**src/rtl/acc_pkg.sv**
```systemverilog
// Shared definitions for the accumulator bank: control-word bit positions,
// shift FSM states and the packed flag record.
package acc_pkg;

  localparam int CON_LD  = 9;
  localparam int CON_ADD = 10;
  localparam int CON_SUB = 11;
  localparam int CON_CLR = 12;
  localparam int CON_SHL = 13;
  localparam int CON_SHR = 14;
  localparam int CON_SAT = 15;

  typedef enum logic {
    IDLE  = 1'b0,
    SHIFT = 1'b1
  } state_t;

  typedef struct packed {
    logic z;
    logic n;
    logic c;
    logic v;
  } flags_t;

  function automatic flags_t make_flags(input logic zero, input logic neg,
                                        input logic carry, input logic ovf);
    flags_t f;
    f.z = zero;
    f.n = neg;
    f.c = carry;
    f.v = ovf;
    return f;
  endfunction

endpackage

```
**src/rtl/acc_addsub.sv**
```systemverilog
// Combinational add/subtract with carry (borrow on subtract), signed
// overflow detection and optional clamping to the signed range.
module acc_addsub #(
  parameter int WIDTH  = 16,
  parameter bit SAT_EN = 1'b1
) (
  input  logic [WIDTH-1:0] a,
  input  logic [WIDTH-1:0] b,
  input  logic             sub,
  input  logic             sat,
  output logic [WIDTH-1:0] result,
  output logic             carry,
  output logic             overflow
);

  logic [WIDTH:0]   ext;
  logic [WIDTH-1:0] raw;

  // The extra top bit of a (WIDTH+1)-bit difference is set exactly when a borrow occurs.
  always_comb begin
    ext      = sub ? ({1'b0, a} - {1'b0, b}) : ({1'b0, a} + {1'b0, b});
    raw      = ext[WIDTH-1:0];
    carry    = ext[WIDTH];
    overflow = sub ? ((a[WIDTH-1] != b[WIDTH-1]) && (raw[WIDTH-1] != a[WIDTH-1]))
                   : ((a[WIDTH-1] == b[WIDTH-1]) && (raw[WIDTH-1] != a[WIDTH-1]));
    result   = raw;
    if (SAT_EN && sat && overflow) begin
      result = a[WIDTH-1] ? {1'b1, {(WIDTH-1){1'b0}}} : {1'b0, {(WIDTH-1){1'b1}}};
    end
  end

endmodule

```
**src/rtl/acc_bank.sv**
```systemverilog
// Accumulator bank between ALU output and ALU A-input: in-place load, add,
// subtract, clear and bit-serial shifts, with registered Z/N/C/V flags.
module acc_bank
  import acc_pkg::*;
#(
  parameter int WIDTH   = 16,
  parameter int NUM_ACC = 4,
  parameter int CON_W   = 32,
  parameter bit SAT_EN  = 1'b1,
  localparam int SW     = (NUM_ACC > 1) ? $clog2(NUM_ACC) : 1,
  localparam int SHW    = $clog2(WIDTH)
) (
  input  logic             clk,
  input  logic             rst_n,
  input  logic [CON_W-1:0] con,
  input  logic [SW-1:0]    acc_sel,
  input  logic [WIDTH-1:0] alu_in,
  input  logic [SHW-1:0]   shamt,
  output logic [WIDTH-1:0] acc_out,
  output logic             busy,
  output logic             flag_z,
  output logic             flag_n,
  output logic             flag_c,
  output logic             flag_v
);

  logic [WIDTH-1:0] acc [NUM_ACC];

  state_t           state, state_d;
  logic [SHW-1:0]   count, count_d;
  logic [SW-1:0]    shift_sel, shift_sel_d;
  logic             shift_left, shift_left_d;
  flags_t           flags, flags_d;

  logic             wr_en;
  logic [SW-1:0]    wr_idx;
  logic [WIDTH-1:0] wr_data;

  logic             sel_valid;
  logic [WIDTH-1:0] shift_cur;
  logic [WIDTH-1:0] shifted;
  logic             bit_out;

  logic [WIDTH-1:0] as_result;
  logic             as_carry;
  logic             as_overflow;

  logic             cmd_ld, cmd_add, cmd_sub, cmd_clr, cmd_shl, cmd_shr, cmd_sat;
  logic             unused_con_bits;

  assign cmd_ld  = con[CON_LD];
  assign cmd_add = con[CON_ADD];
  assign cmd_sub = con[CON_SUB];
  assign cmd_clr = con[CON_CLR];
  assign cmd_shl = con[CON_SHL];
  assign cmd_shr = con[CON_SHR];
  assign cmd_sat = con[CON_SAT];
  assign unused_con_bits = ^{con[CON_W-1:CON_SAT+1], con[CON_LD-1:0]};

  assign sel_valid = ({1'b0, acc_sel} < (SW+1)'(NUM_ACC));

  // Out-of-range selects fall through to zero because no entry matches.
  always_comb begin
    acc_out   = '0;
    shift_cur = '0;
    for (int i = 0; i < NUM_ACC; i++) begin
      if (acc_sel == SW'(i)) begin
        acc_out = acc[i];
      end
      if (shift_sel == SW'(i)) begin
        shift_cur = acc[i];
      end
    end
  end

  assign shifted = shift_left ? {shift_cur[WIDTH-2:0], 1'b0}
                              : {shift_cur[WIDTH-1], shift_cur[WIDTH-1:1]};
  assign bit_out = shift_left ? shift_cur[WIDTH-1] : shift_cur[0];

  acc_addsub #(
    .WIDTH  (WIDTH),
    .SAT_EN (SAT_EN)
  ) u_addsub (
    .a        (acc_out),
    .b        (alu_in),
    .sub      (~cmd_add),
    .sat      (cmd_sat),
    .result   (as_result),
    .carry    (as_carry),
    .overflow (as_overflow)
  );

  // Command decode and shift sequencing; everything holds unless a command acts.
  always_comb begin
    state_d      = state;
    count_d      = count;
    shift_sel_d  = shift_sel;
    shift_left_d = shift_left;
    flags_d      = flags;
    wr_en        = 1'b0;
    wr_idx       = acc_sel;
    wr_data      = '0;

    unique case (state)
      IDLE: begin
        if (sel_valid) begin
          if (cmd_clr) begin
            wr_en   = 1'b1;
            flags_d = make_flags(1'b1, 1'b0, 1'b0, 1'b0);
          end else if (cmd_ld) begin
            wr_en   = 1'b1;
            wr_data = alu_in;
            flags_d = make_flags(alu_in == '0, alu_in[WIDTH-1], 1'b0, 1'b0);
          end else if (cmd_add || cmd_sub) begin
            wr_en   = 1'b1;
            wr_data = as_result;
            flags_d = make_flags(as_result == '0, as_result[WIDTH-1], as_carry, as_overflow);
          end else if ((cmd_shl || cmd_shr) && (shamt != '0)) begin
            state_d      = SHIFT;
            count_d      = shamt;
            shift_sel_d  = acc_sel;
            shift_left_d = cmd_shl;
          end
        end
      end

      SHIFT: begin
        if (cmd_clr) begin
          wr_en   = sel_valid;
          state_d = IDLE;
          count_d = '0;
          flags_d = make_flags(1'b1, 1'b0, 1'b0, 1'b0);
        end else begin
          // Flags track each step so they describe the final value on exit.
          wr_en   = 1'b1;
          wr_idx  = shift_sel;
          wr_data = shifted;
          count_d = count - SHW'(1);
          flags_d = make_flags(shifted == '0, shifted[WIDTH-1], bit_out, 1'b0);
          if (count == SHW'(1)) begin
            state_d = IDLE;
          end
        end
      end

      default: state_d = IDLE;
    endcase
  end

  always_ff @(posedge clk or negedge rst_n) begin
    if (!rst_n) begin
      state      <= IDLE;
      count      <= '0;
      shift_sel  <= '0;
      shift_left <= 1'b0;
      flags      <= '0;
    end else begin
      state      <= state_d;
      count      <= count_d;
      shift_sel  <= shift_sel_d;
      shift_left <= shift_left_d;
      flags      <= flags_d;
    end
  end

  always_ff @(posedge clk or negedge rst_n) begin
    if (!rst_n) begin
      for (int i = 0; i < NUM_ACC; i++) begin
        acc[i] <= '0;
      end
    end else if (wr_en) begin
      for (int i = 0; i < NUM_ACC; i++) begin
        if (wr_idx == SW'(i)) begin
          acc[i] <= wr_data;
        end
      end
    end
  end

  assign busy   = (state == SHIFT);
  assign flag_z = flags.z;
  assign flag_n = flags.n;
  assign flag_c = flags.c;
  assign flag_v = flags.v;

endmodule
```
**config.mk**
```make
export PLATFORM = sky130hd
export DESIGN_NAME = acc_bank
export DESIGN_NICKNAME = d
export VERILOG_FILES = /design/src/rtl/acc_pkg.sv /design/src/rtl/acc_addsub.sv /design/src/rtl/acc_bank.sv
export SDC_FILE = /design/constraint.sdc
export NUM_CORES = 1
export LEC_CHECK = 0
export ABC_AREA = 1
export ABC_CLOCK_PERIOD_IN_PS = 2900
export CAP_MARGIN = 0
export CORE_MARGIN = 10
export CORE_UTILIZATION = 45
export CTS_BUF_LIST = sky130_fd_sc_hd__clkbuf_4 sky130_fd_sc_hd__clkbuf_8
export CTS_CLUSTER_DIAMETER = 200
export DETAILED_ROUTE_END_ITERATION = 8
export GPL_TIMING_DRIVEN = 0
export PLACE_DENSITY = 0.73
export RECOVER_POWER = 100
export SYNTH_ARGS = -nofsm -noshare
export SYNTH_HDL_FRONTEND = slang
export SYNTH_SLANG_ARGS = --single-unit
export TNS_END_PERCENT = 1
```
**constraint.sdc**
```tcl
create_clock -name clk -period 2.9 [get_ports clk]
set_clock_uncertainty 0.15 [all_clocks]
set_input_delay 0.58 -clock clk [delete_from_list [all_inputs] [get_ports clk]]
set_output_delay 0.58 -clock clk [all_outputs]
set_load 0.01 [all_outputs]
```
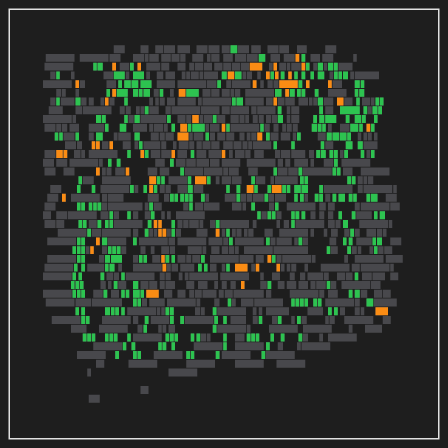
(images/gate_families.png)
family	color	cells
NOR gates	orange	59
NAND gates	green	331
most numerous logic cell after layout: nand2_1
Layout Cells excl Fill: 1156

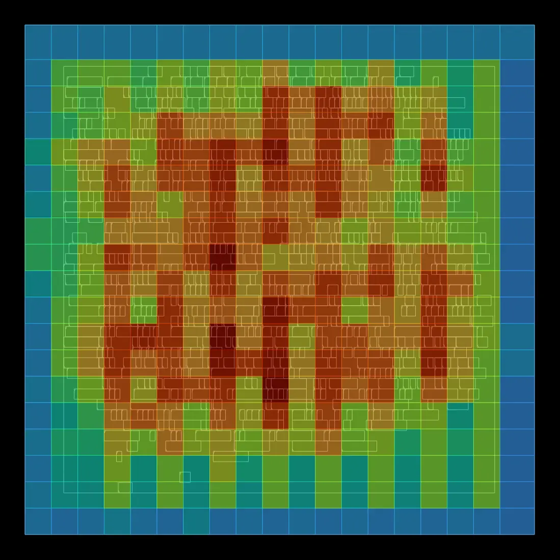
(images/final_congestion.png)
met1 usage: 0.3046
grt met2 use: 0.3428
GRT Overall Usage: 0.2243
Core Util, Final: 0.6084
busiest grt layer: met2

==> results.py <==
# Metrics from the implementation run
metrics = {
    "timing": {
        "max_freq_ghz": 0.2652,
        "final-max-slew-violation-count": 0,
        "rsz0062_at_grt": "true",
        "timing.final.ws_setup_ns": -0.8709,
        "worst_pin_slew_ns": 1.367,
        "slew_headroom": 0.08876,
        "setup_viol": 69,
    },
    "logic_synthesis": {
        "ys_cells": 863,
        "xor_share": 0.03643,
        "yosysTopAreaCell": "dfrtp_1",
        "synth_cells": 863,
        "ys_ff": 76,
        "ys_sh_simple": 0.2804,
        "top_area_frac": 0.3296,
    },
    "setup_path": {
        "r2r-start": "acc[52]",
        "path_class": "primary input to register",
        "critical_path.max_fanout": 6,
        "critical_path.endpoint": "acc[42]",
        "cp_slowest_cell": "ha_4",
        "cp_top_family": "simple AND/OR/NAND/NOR gates",
        "critical_path_buf_inv_count": 5,
        "critPathArrivalTime_ns": 3.86,
    },
    "power_and_ir_drop": {
        "p_int_mw": 2.772,
        "power_mw": 4.944,
        "power_frac_seq": 0.292,
        "powerDensity_mw_per_mm2": 646.6,
    },
    "flow_run": {
        "maxCapViolCount": 0,
    },
    "floorplanning": {
        "ios": 77,
        "taps": 172,
        "initial_core_util": 0.4590,
        "die_area_mm2": 0.01775,
    },
    "cells_and_area": {
        "nonClkBufAreaFrac": 0.1360,
        "dominant_cells": "logic gates",
        "logic_gate_count": 651,
        "clk_share": 0.03076,
        "layout.nets": 1052,
        "reg_top3": "acc x64, count x4, shift_sel x2",
        "layout_top_cells": "269 x nand2_1, 91 x inv_1, 76 x dfrtp_1",
        "comb_area_frac": 0.4994,
    },
    "outcome": {
        "outcome": "finished, violations left",
        "violations": "negative setup slack",
    },
    "clock_tree": {
        "postCtsHoldBufs": 1,
        "htreeDepth": 3,
        "clk_latency_ns": 0.38,
    },
    "global_routing": {
        "grt_max_degree": 52,
    },
}
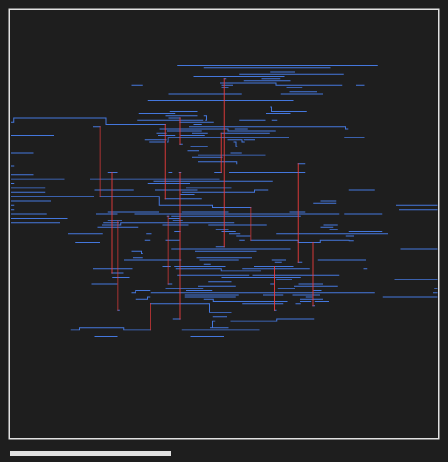
(images/metal_stack.png)
Scale bar: 50 um. Two of the layers only.
layer	color	wire length
met3	blue	2320 um
met4	red	326 um

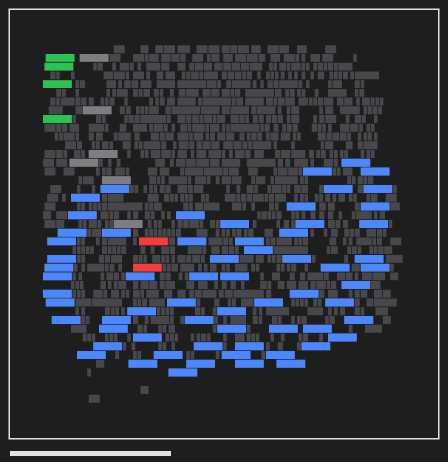
(images/registers.png)
Scale bar: 50 um. Other sequential cells in the stronger gray, the rest of the logic in the fainter gray.
name in the netlist	color	placed flops
`acc`	blue	64
`shift_sel`	red	2
`count`	green	4
not colored	6
P_seq: 1.44 mW
FF+latch area: 0.001902 mm2
flop share of the area: 0.2487

Power is estimated from default activity; no workload was simulated.
